==> config.mk <==
export PLATFORM = sky130hd
export DESIGN_NAME = spike_rate_decoder
export DESIGN_NICKNAME = d
export VERILOG_FILES = /design/src/rtl/lif_pkg.sv /design/src/rtl/spike_edge_det.sv /design/src/rtl/spike_rate_decoder.sv
export SDC_FILE = /design/constraint.sdc
export NUM_CORES = 1
export LEC_CHECK = 0
export CORE_ASPECT_RATIO = 0.7
export CORE_MARGIN = 5
export CORE_UTILIZATION = 60
export DETAILED_ROUTE_END_ITERATION = 8
export PLACE_DENSITY = 0.95
export SETUP_SLACK_MARGIN = 0.02
export SYNTH_ARGS = -nofsm -noshare
export SYNTH_HDL_FRONTEND = slang
export SYNTH_SLANG_ARGS = --single-unit
==> constraint.sdc <==
create_clock -name clk -period 5.3 [get_ports clk]
set_input_delay 0.53 -clock clk [delete_from_list [all_inputs] [get_ports clk]]
set_output_delay 0.53 -clock clk [all_outputs]
set_load 0.1 [all_outputs]
==> src/rtl/lif_pkg.sv <==
// Shared definitions for the spiking-neuron blocks: decoder FSM states,
// default widths and a saturating-increment helper.
package lif_pkg;

  typedef enum logic [0:0] {
    IDLE = 1'b0,
    RUN  = 1'b1
  } dec_state_t;

  localparam int DEF_WINDOW_LOG2 = 8;
  localparam int DEF_OUT_W       = 8;
  localparam int DEF_ISI_W       = 8;

  // Increment val by one, sticking at max_val instead of wrapping.
  function automatic logic [31:0] sat_inc(input logic [31:0] val,
                                          input logic [31:0] max_val);
    logic [31:0] res;
    if (val >= max_val) begin
      res = max_val;
    end else begin
      res = val + 32'd1;
    end
    return res;
  endfunction

endpackage

==> src/rtl/spike_edge_det.sv <==
// Registered rising-edge detector for a spike train. The level is remembered
// every cycle so a spike held high for several cycles yields a single edge.
module spike_edge_det (
  input  logic clk,
  input  logic rst,
  input  logic spike_in,
  output logic rise
);

  logic spike_prev_r;

  // Track the previous spike level regardless of decoder state.
  always_ff @(posedge clk or posedge rst) begin
    if (rst) begin
      spike_prev_r <= 1'b0;
    end else begin
      spike_prev_r <= spike_in;
    end
  end

  assign rise = spike_in & ~spike_prev_r;

endmodule

==> src/rtl/spike_rate_decoder.sv <==
// Turns a binary spike train into a spike count per fixed window (rate) and
// the most recent inter-spike interval (isi). All outputs are registered.
module spike_rate_decoder
  import lif_pkg::*;
#(
  parameter int WINDOW_LOG2 = DEF_WINDOW_LOG2,
  parameter int OUT_W       = DEF_OUT_W,
  parameter int ISI_W       = DEF_ISI_W
) (
  input  logic             clk,
  input  logic             rst,
  input  logic             en,
  input  logic             spike_in,
  output logic [OUT_W-1:0] rate,
  output logic             rate_valid,
  output logic             rate_sat,
  output logic [ISI_W-1:0] isi,
  output logic             isi_valid
);

  localparam logic [WINDOW_LOG2-1:0] WIN_LAST = '1;
  localparam logic [OUT_W-1:0]       OUT_MAX  = '1;
  localparam logic [ISI_W-1:0]       ISI_MAX  = '1;

  dec_state_t             state_r;
  logic [WINDOW_LOG2-1:0] win_cnt_r;
  logic [OUT_W-1:0]       spk_cnt_r;
  logic                   spk_ovf_r;
  logic [ISI_W-1:0]       isi_cnt_r;
  logic                   have_ref_r;

  logic                   rise_s;
  logic [OUT_W:0]         rate_sum_s;
  logic [OUT_W-1:0]       spk_next_s;
  logic [ISI_W-1:0]       isi_next_s;
  logic                   win_end_s;

  spike_edge_det u_edge (
    .clk      (clk),
    .rst      (rst),
    .spike_in (spike_in),
    .rise     (rise_s)
  );

  // Next-value helpers: window total including this cycle's edge, and the
  // saturated increments of the spike and interval counters.
  always_comb begin
    rate_sum_s = {1'b0, spk_cnt_r} + {{OUT_W{1'b0}}, rise_s};
    spk_next_s = OUT_W'(sat_inc(32'(spk_cnt_r), 32'(OUT_MAX)));
    isi_next_s = ISI_W'(sat_inc(32'(isi_cnt_r), 32'(ISI_MAX)));
    win_end_s  = (win_cnt_r == WIN_LAST);
  end

  // IDLE/RUN control plus the window and interval counters; leaving RUN
  // throws away the partial window and the interval reference.
  always_ff @(posedge clk or posedge rst) begin
    if (rst) begin
      state_r    <= IDLE;
      win_cnt_r  <= '0;
      spk_cnt_r  <= '0;
      spk_ovf_r  <= 1'b0;
      isi_cnt_r  <= '0;
      have_ref_r <= 1'b0;
      rate       <= '0;
      rate_valid <= 1'b0;
      rate_sat   <= 1'b0;
      isi        <= '0;
      isi_valid  <= 1'b0;
    end else begin
      rate_valid <= 1'b0;
      isi_valid  <= 1'b0;
      case (state_r)
        IDLE: begin
          win_cnt_r  <= '0;
          spk_cnt_r  <= '0;
          spk_ovf_r  <= 1'b0;
          isi_cnt_r  <= '0;
          have_ref_r <= 1'b0;
          state_r    <= en ? RUN : IDLE;
        end
        RUN: begin
          if (!en) begin
            state_r    <= IDLE;
            win_cnt_r  <= '0;
            spk_cnt_r  <= '0;
            spk_ovf_r  <= 1'b0;
            isi_cnt_r  <= '0;
            have_ref_r <= 1'b0;
          end else begin
            // Window: an edge on the last cycle still belongs to this window.
            if (win_end_s) begin
              win_cnt_r  <= '0;
              spk_cnt_r  <= '0;
              spk_ovf_r  <= 1'b0;
              rate_valid <= 1'b1;
              rate_sat   <= spk_ovf_r | rate_sum_s[OUT_W];
              rate       <= (spk_ovf_r | rate_sum_s[OUT_W]) ? OUT_MAX
                                                            : rate_sum_s[OUT_W-1:0];
            end else begin
              win_cnt_r <= win_cnt_r + WINDOW_LOG2'(1'b1);
              if (rise_s) begin
                spk_cnt_r <= spk_next_s;
                spk_ovf_r <= spk_ovf_r | (spk_cnt_r == OUT_MAX);
              end
            end
            // Interval: the first edge after entering RUN only sets the reference.
            if (rise_s) begin
              isi_cnt_r  <= '0;
              have_ref_r <= 1'b1;
              if (have_ref_r) begin
                isi       <= isi_next_s;
                isi_valid <= 1'b1;
              end
            end else begin
              isi_cnt_r <= isi_next_s;
            end
          end
        end
        default: begin
          state_r <= IDLE;
        end
      endcase
    end
  end

endmodule

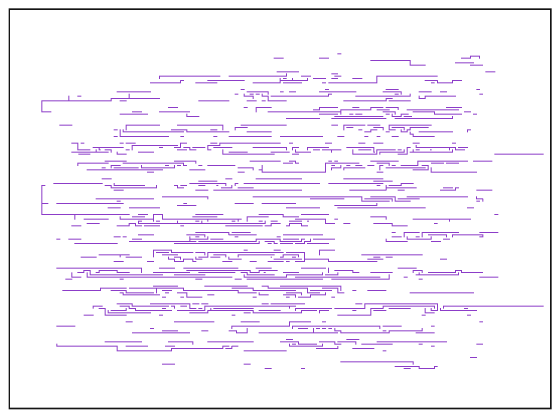
**Above:** met1 routing.
nets with wire on the layer = 222
longest straight run = 22.1 um
main direction = horizontal
DR vias: 1,613
Routed WL: 4090 um
met1 Usage GRT: 27.33%

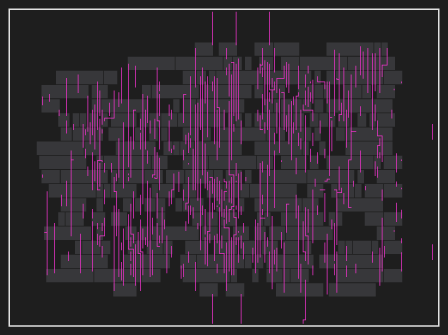
**Above:** the metal 2 layer.
Cells faint in the background.
nets with wire on the layer = 207
share of all routed wire = 44%
wire length on this layer = 1,800 um
main direction = vertical

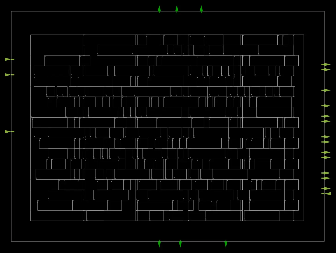
**Above:** cell placement.
flop share of the area: 46.49%
row count: 18
Core Footprint: 3513 um2

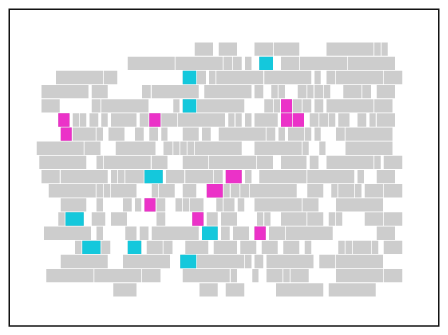
**Above:** gate-type map.
cyan -> AND-OR and OR-AND gates  # cells 9
magenta -> AND and OR gates  # cells 11
Top cell excl fill/tap: dfrtp_1
non-filler cells, final: 288
logic share of the area: 37.54%

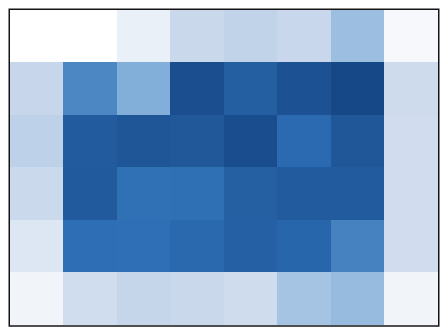
**Above:** local utilization.
The die is cut into 8 by 6 equal tiles; white is low, dark blue is high, 0 to 100% covered.
densest ninth of the die = centre
nearly empty tiles = 4.2%
fullest tile = 91%
final core utilization: 72.01%
floorplan utilization: 62.39%

==> Slide: Implementation Results <==
Key Metrics from the Run

Clocking
  • Clock Sinks: 47
  • Post-CTS setup buffer count: 0
  • Hold buffer count at CTS: 0
  • CTS Root Cell: clkbuf_8
  • TritonCTS Buffers: 5
  • Clk_lat worst skew: 300 ps
  • CTS tree: yes
  • Resized cells post-CTS: 0

Layout
  • Inverter count: 6
  • ClkCell Share: 3.907%
  • Sequential cell area: 1176 um2
  • Layout area overhead: 15.41%
  • #MultiIn Comb: 155
  • Signal buf overhead: 8.704%
  • Layout cells sized above 1: 10.50%
  • Seq cells: 47
  • CLK BUF: 6
  • Layout Nets: 246
  • Buffers, non-clock: 22
  • Highest-count cells in the layout ignoring fill and taps: dfrtp_1, nor2_1, clkdlybuf4s50_1, nand2_1, nand3_1
  • Logic area: 949.7 um2

Yosys
  • Syn avg cell area: 10.20 um2
  • Post-synthesis sequential area ratio: 53.65%
  • Post-synth area hogs: dfrtp_1, nor2_1, xnor2_1
  • Synth warn: 0
  • Most common cell in the netlist: dfrtp_1
  • Synth Flop Type: dfrtp_1
  • Gate Count Post-Synth: 215
  • Post-synth area from yosys stat: 2192 um2
  • Cell area after synthesis: 2192 um2
  • Floorplan net count: 224
  • Top logic family: simple AND/OR/NAND/NOR gates
  • Top cell area share: 53.65%
  • EDFF count, synth: 0
  • Yosys simple share: 20.89%
  • Yosys adder share: 2.854%
  • Commonest cells in the netlist: dfrtp_1, nor2_1, nand2_1
  • XOR/XNOR Area Share: 4.795%
  • Ys flops: 47
  • Aoi share: 13.87%

Critical path
  • Worst path slowest cell: clkdlybuf4s50_1
  • FF-to-FF setup slack: 3180 ps
  • Crit path max-delay family: buffers and inverters
  • Crit-path max FO: 2
  • FF-to-FF End: rate_sat
  • Critical path cell sequence: clkdlybuf4s50_1
  • First element of the critical path: rate[3]
  • Reg-to-Reg Start: win_cnt_r[0]
  • Worst r2r path cells: 5
  • Crit end category: primary output
  • WP depth: 1
  • Critical path arrival: 1800 ps
  • Crit start category: register

Min path
  • Worst Hold Path Cells: 1
  • WHS Endpoint: isi[0]
  • Min-delay src: isi[0]

Detailed routing
  • DRC: 0
  • Via density: 5.601
  • Top layer in use: met4
  • Met1 wire length: 2034 um
  • Final ANT Viol Nets: 0
  • Met2 routed wirelength: 1797 um
  • WL/cell: 14.20 um
  • Pre-Repair DR Iteration Count: 4

Global routing
  • Gr ovfl total: 0
  • Gr usage total: 18.69%
  • First-pass GRT wire length: 7072 um
  • Initial antenna violation count: 0
  • Routing usage on met2: 27.85%
  • GR peak layer: met2

Place
  • Setup WS pre-CTS: 2721 ps
  • DP Area: 2431 um2
  • Routability cong.: 0.8526
  • IO buf count: 22

Die
  • Die width: 82.25 um
  • Io pins: 23

Job
  • Tool warnings: 26
  • Maxcap violations: 0

Pwr
  • Pleak: 0.001078 uW
  • VDD IR-drop max: 0.0001579 V

STA
  • Peak Freq: 428.6 MHz
  • Slew Limit Headroom: 35.17%
  • Clock skew: 6.034 ps
  • Final Critical Period: 2333 ps
  • Setup-failing EPs final: 0
  • Fin Setup TNS: 0 ps
  • RSZ-0062 raised after global routing: no
  • Tcrit/Tclk final: 44.03%
  • Fin worst setup slack: 2967 ps

Run status
  • Status: completed
## kinds of logic after synthesis
family | Yosys count
AND/OR/NAND/NOR | 93
flip-flops | 47
AND-OR/OR-AND | 43
buffers and inverters | 13
XOR/XNOR | 12
adder cells (fa/ha/maj) | 5
multiplexers | 2
## power breakdown
| part | leakage (uW) | switching [uW] | total (uW) | internal (uW) |
|---|---|---|---|---|
| registers | 0.000649 | 3.29 | 366 | 363 |
| clock network | 0.0000474 | 120 | 227 | 106 |
| logic | 0.000382 | 28.7 | 38.4 | 9.74 |
## through the flow
step	hold WS (ps)	instances	power (uW)
global route	506.9	288	655.5
global placement	465.0	280	411.3
floorplan	454.9	215	401.5
CTS	492.7	288	636.4
finish	485.8	288	631.1
detailed placement	473.2	280	411.8
Power figures rest on the tool's default switching activity, not on a simulated workload.
